### src/rtl/seg_pkg.sv
// Shared constants, FSM state type and segment patterns for the stopwatch display.
package seg_pkg;

    localparam int unsigned NUM_DIGITS   = 4;
    localparam int unsigned BCD_WIDTH    = 16;
    localparam int unsigned BIN_WIDTH    = 14;
    localparam int unsigned SHIFT_CYCLES = 14;

    // Active-low patterns, bit order {dp,g,f,e,d,c,b,a}
    localparam logic [7:0] SEG_DASH  = 8'hBF;
    localparam logic [7:0] SEG_BLANK = 8'hFF;

    typedef enum logic [1:0] {
        ST_IDLE   = 2'd0,
        ST_SHIFT  = 2'd1,
        ST_COMMIT = 2'd2
    } conv_state_e;

    // Digit 0-9 to active-low segment pattern, dp off; non-decimal codes blank
    function automatic logic [7:0] seg_pattern(input logic [3:0] digit);
        logic [7:0] pat;
        case (digit)
            4'd0:    pat = 8'hC0;
            4'd1:    pat = 8'hF9;
            4'd2:    pat = 8'hA4;
            4'd3:    pat = 8'hB0;
            4'd4:    pat = 8'h99;
            4'd5:    pat = 8'h92;
            4'd6:    pat = 8'h82;
            4'd7:    pat = 8'hF8;
            4'd8:    pat = 8'h80;
            4'd9:    pat = 8'h90;
            default: pat = SEG_BLANK;
        endcase
        return pat;
    endfunction

endpackage

### src/rtl/bin2bcd_seq.sv
// Sequential double-dabble converter: 14-bit binary to four BCD nibbles in 14 shifts.
module bin2bcd_seq
    import seg_pkg::*;
(
    input  logic                 clk,
    input  logic                 rst,
    input  logic                 start,
    input  logic [BIN_WIDTH-1:0] bin,
    output logic                 busy,
    output logic                 done,
    output logic [BCD_WIDTH-1:0] bcd
);

    conv_state_e          state;
    conv_state_e          next_state;
    logic [3:0]           shift_cnt;
    logic [BIN_WIDTH-1:0] bin_sr;
    logic [BCD_WIDTH-1:0] acc_adj;

    // Add-3 correction on every nibble >= 5 ahead of the shift
    always_comb begin
        acc_adj = bcd;
        for (int i = 0; i < int'(NUM_DIGITS); i++) begin
            if (bcd[4*i +: 4] >= 4'd5) begin
                acc_adj[4*i +: 4] = bcd[4*i +: 4] + 4'd3;
            end
        end
    end

    // Next-state logic for the IDLE -> SHIFT -> COMMIT sequence
    always_comb begin
        next_state = state;
        case (state)
            ST_IDLE:   if (start) next_state = ST_SHIFT;
            ST_SHIFT:  if (shift_cnt == 4'(SHIFT_CYCLES - 1)) next_state = ST_COMMIT;
            ST_COMMIT: next_state = ST_IDLE;
            default:   next_state = ST_IDLE;
        endcase
    end

    // State register, status flags and shift datapath; bcd holds the accumulator
    always_ff @(posedge clk) begin
        if (rst) begin
            state     <= ST_IDLE;
            busy      <= 1'b0;
            done      <= 1'b0;
            shift_cnt <= 4'd0;
            bin_sr    <= '0;
            bcd       <= '0;
        end else begin
            state <= next_state;
            busy  <= (next_state != ST_IDLE);
            done  <= (next_state == ST_COMMIT);
            case (state)
                ST_IDLE: begin
                    if (start) begin
                        bin_sr    <= bin;
                        bcd       <= '0;
                        shift_cnt <= 4'd0;
                    end
                end
                ST_SHIFT: begin
                    bcd       <= {acc_adj[BCD_WIDTH-2:0], bin_sr[BIN_WIDTH-1]};
                    bin_sr    <= {bin_sr[BIN_WIDTH-2:0], 1'b0};
                    shift_cnt <= shift_cnt + 4'd1;
                end
                default: ;
            endcase
        end
    end

endmodule

### src/rtl/seg_disp_ctrl.sv
// Four-digit multiplexed 7-segment driver for an SS.cc stopwatch.
// Optional macro SEG_BLANK_LZ_EN blanks a leading zero on digit 3.
module seg_disp_ctrl
    import seg_pkg::*;
#(
    parameter int unsigned DP_POS  = 2,
    parameter int unsigned SAT_VAL = 9999
) (
    input  logic                 clk100Mhz,
    input  logic                 rst,
    input  logic                 tick,
    input  logic [BIN_WIDTH-1:0] segData,
    input  logic                 idle,
    output logic [7:0]           seg,
    output logic [3:0]           an,
    output logic                 busy
);

    logic [BIN_WIDTH-1:0] last_val;
    logic [BIN_WIDTH-1:0] sat_bin_c;
    logic                 start_c;
    logic                 conv_done;
    logic [BCD_WIDTH-1:0] conv_bcd;
    logic [3:0]           disp [NUM_DIGITS];
    logic [1:0]           scan;
    logic [7:0]           seg_next_c;

    // Clamp to the displayable range and start only on a changed value while idle
    always_comb begin
        sat_bin_c = (32'(segData) > SAT_VAL) ? BIN_WIDTH'(SAT_VAL) : segData;
        start_c   = (segData != last_val) && !busy;
    end

    bin2bcd_seq u_bin2bcd (
        .clk   (clk100Mhz),
        .rst   (rst),
        .start (start_c),
        .bin   (sat_bin_c),
        .busy  (busy),
        .done  (conv_done),
        .bcd   (conv_bcd)
    );

    // Segment pattern for the currently scanned digit
    always_comb begin
        seg_next_c = seg_pattern(disp[scan]);
        if (idle) begin
            seg_next_c = SEG_DASH;
        end else begin
`ifdef SEG_BLANK_LZ_EN
            if ((scan == 2'd3) && (disp[3] == 4'd0) && (DP_POS < 3)) begin
                seg_next_c = SEG_BLANK;
            end
`endif
            if (scan == 2'(DP_POS)) begin
                seg_next_c[7] = 1'b0;
            end
        end
    end

    // Last-value tracking, display registers, scan counter and registered outputs
    always_ff @(posedge clk100Mhz) begin
        if (rst) begin
            last_val <= '0;
            scan     <= 2'd0;
            an       <= 4'b1110;
            seg      <= 8'hC0;
            for (int i = 0; i < int'(NUM_DIGITS); i++) begin
                disp[i] <= 4'd0;
            end
        end else begin
            if (start_c) begin
                last_val <= segData;
            end
            if (conv_done) begin
                for (int i = 0; i < int'(NUM_DIGITS); i++) begin
                    disp[i] <= conv_bcd[4*i +: 4];
                end
            end
            if (tick) begin
                scan <= scan + 2'd1;
            end
            an  <= ~(4'b0001 << scan);
            seg <= seg_next_c;
        end
    end

endmodule

### config.mk
export PLATFORM = sky130hd
export DESIGN_NAME = seg_disp_ctrl
export DESIGN_NICKNAME = d
export VERILOG_FILES = /design/src/rtl/seg_pkg.sv /design/src/rtl/bin2bcd_seq.sv /design/src/rtl/seg_disp_ctrl.sv
export SDC_FILE = /design/constraint.sdc
export NUM_CORES = 1
export LEC_CHECK = 0
export CAP_MARGIN = 40
export CORE_MARGIN = 4
export CORE_UTILIZATION = 60
export DETAILED_ROUTE_END_ITERATION = 16
export GPL_ROUTABILITY_DRIVEN = 0
export GPL_TIMING_DRIVEN = 0
export PLACE_DENSITY = 0.82
export SLEW_MARGIN = 20
export SYNTH_ARGS = -nofsm -noshare
export SYNTH_HDL_FRONTEND = slang
export SYNTH_SLANG_ARGS = --single-unit
### constraint.sdc
create_clock -name clk100Mhz -period 3.1 [get_ports clk100Mhz]
set_clock_uncertainty 0.05 [all_clocks]
set_input_delay 0.93 -clock clk100Mhz [delete_from_list [all_inputs] [get_ports clk100Mhz]]
set_output_delay 0.93 -clock clk100Mhz [all_outputs]
set_load 0.01 [all_outputs]
==> impl_metrics.ini, run 1 <==
; implementation run metrics
[die]
fp-row-count = 29
dieWidth_um = 88.88
die-area_sq_mm = 0.007900
floorplan.core_util = 0.6181
core_sq_mm = 0.006350

[flow_run]
warnings = 38

[place]
dp_hpwl_um = 5723
place_inst = 487
portBuffers = 29
place_area_sq_mm = 0.004312

[global_route]
antenna_found_initial = 0
grt_busiest_layer = met2
grt_max_degree = 17
grt_pass1_wl_um = 13610

[sta]
slew_headroom = 0.6042
rsz0062_at_grt = false
fin_crit_sh = 0.8949
fmax_ghz = 0.3605
setup_violations = 0

[synth]
yosysCellCount = 381
yosysMostFrequentCell = dfxtp_1
synth_area_sq_mm = 0.003925
synth_top_cell_by_area = dfxtp_1
synth_seq_share = 0.4692
ys_chip_area_sq_mm = 0.003925
syn-num-nets = 418
area_leaders = dfxtp_1 35%, edfxtp_1 12%, ha_1 6.1%
synth_cell_types = 47
yosys_warnings = 0

[pwr]
p_leak_nw = 1.774
ir_drop_mv = 0.3490

[cells_and_area]
area_growth_pct = 14.54
fin_nets = 458
antenna_cells = 0
drive_gt1_frac = 0.09155

[detailed_routing]
ant_nets = 0
viasPerCell = 5.787

[critical_path]
path_class = primary input to flop
crit_slowest_cell = clkdlybuf4s50_1
critPathTopFamily = buffers and inverters
cp.required_ps = 3270
cp-start-kind = primary input
crit_path_max_incr_delay_ps = 490
critPathMaxFanout = 10
crit_chain = clkdlybuf4s50_1 -> xor2_1 -> nor4_2 -> a41oi_4 -> buf_6 -> a32oi_2 -> nor2_1

[run_status]
status = completed

[clock_tree]
path_clk_slew_ps = 80
cts_buffers = 9
clk_latency_ps = 350
postCtsResizedCells = 0
cts_max_level = 3
cts_sinks = 84
cts_tree = done
[run 1: per-stage QoR]
step / setup TNS, ps / util / hold WS [ps]
floorplan: 0 / - / 381.6
global placement: 0 / 0.6790 / 392.5
detailed placement: -10.77 / 0.6790 / 402.5
CTS: 0 / 0.7080 / 412.9
global route: 0 / 0.7080 / 438.1
finish: 0 / 0.7080 / 410.3
[run 1: cells by family after synthesis]
kind of cell               after synthesis  synth area share
DFF                                     84            0.4692
adders and majority gates               19           0.06057
muxes                                   21           0.06631
xor gates and xnor gates                22           0.05101
buffers and inverters                   34           0.04048
AOI/OAI and AO/OA                       76            0.1345
and+or+nand+nor                        125            0.1779
[run 1: worst reg2reg max path, delay by kind of cell, from the launching register on]
family	cells	cell delay, ps
flops	1	470
buf+inv	1	130
compound gates	2	290
fa+ha+maj	1	250
mux	1	610
simple gates	1	150
[run 1: where the power goes]
| group | internal, mW | switching [mW] |
|---|---|---|
| Combinational | 0.153 | 0.184 |
| Sequential | 1.17 | 0.0376 |
| Clock | 0.369 | 0.379 |
[run 1: cell type report]
type	instances	area (sq um)
Buffer	18	98.84
Multi-Input combinational cell	263	1924
Timing Repair Buffer	29	290.3
Inverter	16	60.06
Clock buffer	11	131.4
Clock inverter	5	52.55
Tap cell	77	96.34
Fill cell	460	1854
Sequential cell	84	1842
[run 1: state kept, by name, summed over array words and instances (netlist names), named ones only]
name,count
seg,8
last_val,14
an,4
u_bin2bcd.done,1
u_bin2bcd.bin_sr,14
scan,2
u_bin2bcd.state,2
u_bin2bcd.busy,1
u_bin2bcd.shift_cnt,4
u_bin2bcd.bcd,16
disp,16
[run 1: cells in the final DEF, fill, tap and decap left out, drive strengths merged]
cell type,instances
o41ai,1
nand4,1
o22ai,5
o21bai,1
clkdlybuf4s50,29
nor2b,8
a22oi,8
a21oi,19
nand3,6
a21o,7
o211ai,3
dfxtp,68
edfxtp,16
ha,19
nand2b,11
nor4,4
nor2,43
nor3b,2
nand2,9
inv,16
mux4,4
xor2,15
mux2i,17
a41o,1
a221oi,4
a41oi,1
clkinv,4
nor3,13
a211o,1
clkbuf,21
a211oi,4
xnor2,7
nand3b,9
or2,3
and2,16
o21ai,15
bufinv,1
o21a,2
buf,8
a32oi,4
[run 1: metal layers]
layer  vias to the layer above  routed length, um  share of wire
li1                       1413                  -              -
met1                      1399               3678           0.45
met2                        85               3886           0.48
met3                        14                416          0.051
met4                         0                112          0.014
met5                         -                  0              0
[run 1: worst paths after layout]
kind | start | end | slack, ps | depth (start not counted)
setup / recovery | segData[7] | u_bin2bcd.bin_sr[0] | 330 | 7
hold / removal | u_bin2bcd.bin_sr[13] | u_bin2bcd.bin_sr[13] | 410 | 2
setup reg to reg | flop | seg[3] | 1070 | 6
hold reg to reg | u_bin2bcd.bin_sr[13] | u_bin2bcd.bin_sr[13] | 410 | 2
Run 1, M1 wires:
The bar under the picture is 20 um long. Supply wires on this layer in gray.
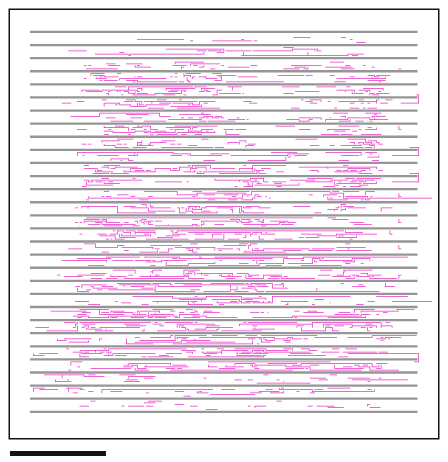
The longest straight run is 46.9 um. The wires run mostly horizontal. The layer carries 3680 um of wire. 415 nets have wire on it. The layer holds 45% of the routed length.
final WL: 8094 um
via count: 2911
grt met1 use: 0.3004

Run 1, selected gate families:
The bar under the picture is 20 um long.
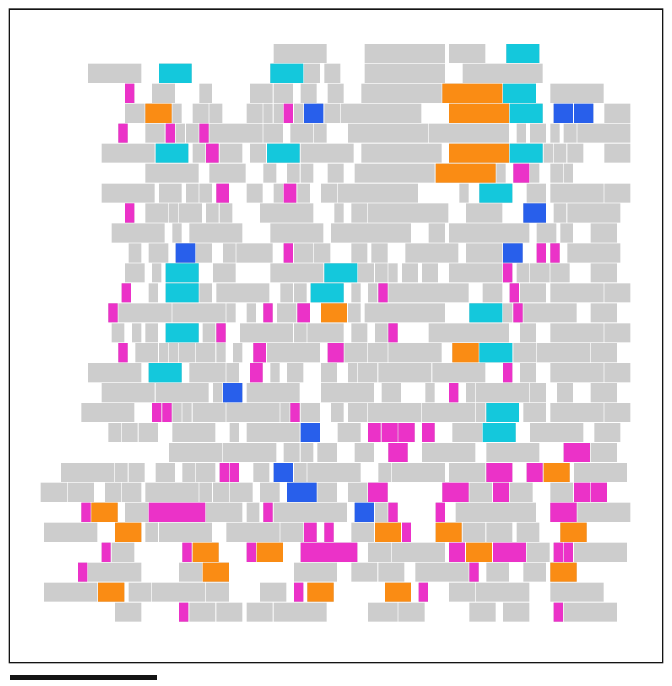
Key: magenta = nor cells [cells 70]; orange = mux cells [cells 21, where widely spread]; blue = non-inverting ao/oa cells [cells 11]; cyan = fa/ha/maj cells [cells 19]
combinational share of cell area: 0.4281
most used logic cell in the final layout: dfxtp_1
Layout Cells excl Fill: 503

Run 1, layout detail:
The bar under the picture is 10 um long. Window x 47 to 87, y 2 to 42 um. Cells in gray, sequential cells in the stronger gray; small squares are vias.
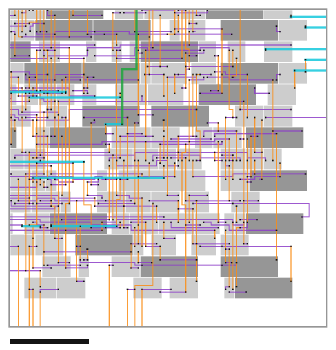
Key: cyan = M3; green = M4; purple = M1; orange = M2
Most frequent: dfxtp_1 (19), clkdlybuf4s50_1 (12), nor2_1 (10). Netlist names of flops here include last_val (7), u_bin2bcd.bin_sr (6), an (3). 95 logic cells have their middle in the window. Sequential cells in the window: 19.

Run 1, routing congestion map:
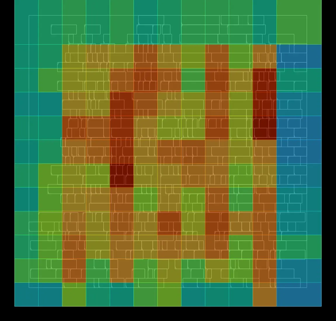

==> inputs of run 2 (changes only) <==
--- a/config.mk
+++ b/config.mk
@@ -6,12 +6,12 @@
 export NUM_CORES = 1
 export LEC_CHECK = 0
 export CAP_MARGIN = 40
+export CORE_ASPECT_RATIO = 0.8
 export CORE_MARGIN = 4
-export CORE_UTILIZATION = 60
+export CORE_UTILIZATION = 30
 export DETAILED_ROUTE_END_ITERATION = 16
 export GPL_ROUTABILITY_DRIVEN = 0
 export GPL_TIMING_DRIVEN = 0
-export PLACE_DENSITY = 0.82
 export SLEW_MARGIN = 20
 export SYNTH_ARGS = -nofsm -noshare
 export SYNTH_HDL_FRONTEND = slang
Run 2, routing congestion map:
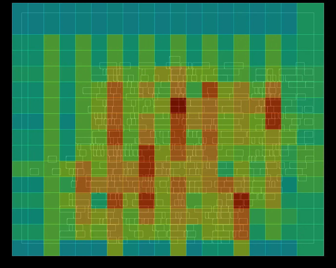
Layout Utilization: 0.3711
total track usage: 0.1197
met2 usage: 0.1751

Run 2, signal wires on met3:
The bar under the picture is 50 um long. Cells faint in the background.
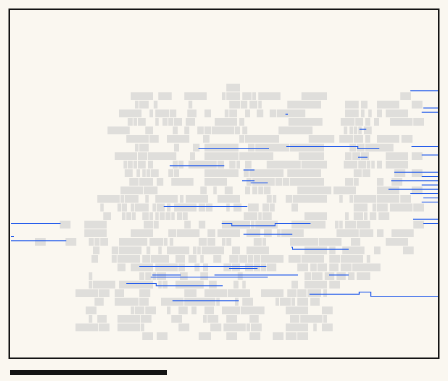
The layer carries 543 um of wire. The wires run mostly horizontal.
via count: 2857
GR Util met3: 0.03766
final WL: 8569 um

==> impl_metrics.ini, run 2 <==
; implementation run metrics
[run_status]
status = completed

[cells_and_area]
area_growth_pct = 21.23
fin_nets = 458
nFillCells = 1267
antenna_cells = 0
final_cell_mix = 68 x dfxtp_1, 43 x nor2_1, 29 x clkdlybuf4s50_1, 19 x a21oi_1, 19 x ha_1
layout.cells.most_common = dfxtp_1
drive_gt1_frac = 0.09859
final_area_sq_mm = 0.004758
regArea_sq_mm = 0.001842
top_regs = disp x16, u_bin2bcd.bcd x16

[synth]
synth_top_cell_by_area = dfxtp_1
yosysCellCount = 381
synth_area_sq_mm = 0.003925
yosys_warnings = 0
ys_chip_area_sq_mm = 0.003925
synth_cell_types = 47
area_leaders = dfxtp_1 35%, edfxtp_1 12%, ha_1 6.1%
syn-num-nets = 418
synth_seq_share = 0.4692

[clock_tree]
cts_tree = done
cts_max_level = 3
clk_latency_ps = 340
cts_sinks = 84
postCtsResizedCells = 0

[sta]
fmax_ghz = 0.3495
rsz0062_at_grt = false
fin_crit_sh = 0.9230

[min_path]
holdPathEnd = u_bin2bcd.bin_sr[13]
holdPathStages = 2

[pwr]
swShare = 0.2463
clock_power_share = 0.427
switching_power_mw = 0.6653
ir_drop_mv = 0.3312
power.internal_mw = 2.035
combPwrFrac = 0.125
p_seq_frac = 0.448
p_leak_nw = 1.836

[critical_path]
cp-start-kind = primary input
critPathMaxFanout = 10
path_class = primary input to flop
reg2reg_depth = 6
cp.required_ps = 3260
r2r_end = u_bin2bcd.bin_sr[0]

[die]
fp-row-count = 37
core_sq_mm = 0.01282
floorplan.core_util = 0.3061
dieWidth_um = 135.9

[detailed_routing]
viasPerCell = 4.754

[place]
dp_hpwl_um = 6131
place_area_sq_mm = 0.004434

[global_route]
grt_max_degree = 17
antenna_found_initial = 0
## run 2: cell counts after synthesis
No cell type changed its count.
## run 2: stage by stage
step | power [mW] | util | setup WS, ps | instances
6_report | 2.701 | 0.3711 | 238.6 | 601
4_1_cts | 2.726 | 0.3711 | 293.9 | 601
3_3_place_gp | 1.564 | 0.3458 | -21.38 | 585
3_5_place_dp | 1.571 | 0.3458 | -60.44 | 585
5_1_grt | 2.815 | 0.3711 | 182.9 | 601
2_1_floorplan | 1.448 | - | 746.2 | 381
## run 2: how the worst max path moves through the flow
stage,from,end,cells after the start
6_report,segData[7],u_bin2bcd.bin_sr[0],7
5_1_grt,segData[4],last_val[12],7
4_1_cts,segData[4],u_bin2bcd.bin_sr[0],7
3_5_place_dp,segData[4],last_val[8],7
3_3_place_gp,segData[7],u_bin2bcd.bin_sr[0],7
2_1_floorplan,segData[13],u_bin2bcd.bin_sr[0],7
## run 2: layer usage
metal,wire length (um),vias up,GRT usage
li1,-,1417,-
met1,4259,1375,0.1654
met2,3707,60,0.1751
met3,542,5,0.03766
met4,60,0,0.04532
met5,0,-,0
## run 2: kinds of logic (layout without fill, tap and decap cells)
logic type               count (synthesis)  count (layout)  synth area share
AND-OR/OR-AND                           76              76            0.1345
AND/OR/NAND/NOR                        125             125            0.1779
multiplexers                            21              21           0.06631
flip-flops                              84              84            0.4692
XOR/XNOR                                22              22           0.05101
adder cells (fa/ha/maj)                 19              19           0.06057
buffers and inverters                   34              79           0.04048
## run 2: area by class of cell
cell class,instances,share of cell area
well taps,175,0.04602
clock buffers,9,0.04733
inverters,16,0.01262
repair buffers,29,0.06100
clock inverters,7,0.02077
flip-flops and latches,84,0.3871
multi-input cells,263,0.4044
plain buffers,18,0.02077
## run 2: power groups by stage
stage,Clock (mW),Combinational (mW),Sequential (mW)
finish,1.15,0.337,1.21
global route,1.23,0.371,1.22
CTS,1.18,0.339,1.21
detailed placement,0,0.337,1.23
global placement,0,0.331,1.23
floorplan,0,0.217,1.23
## run 2: worst max-delay path, stage by stage
cell	delay [ps]
clkdlybuf4s50_1	500
xor2_1	190
nor4_2	510
a41oi_4	370
buf_6	270
a32oi_2	170
nor2_1	60
Power and IR drop assume default switching activity.
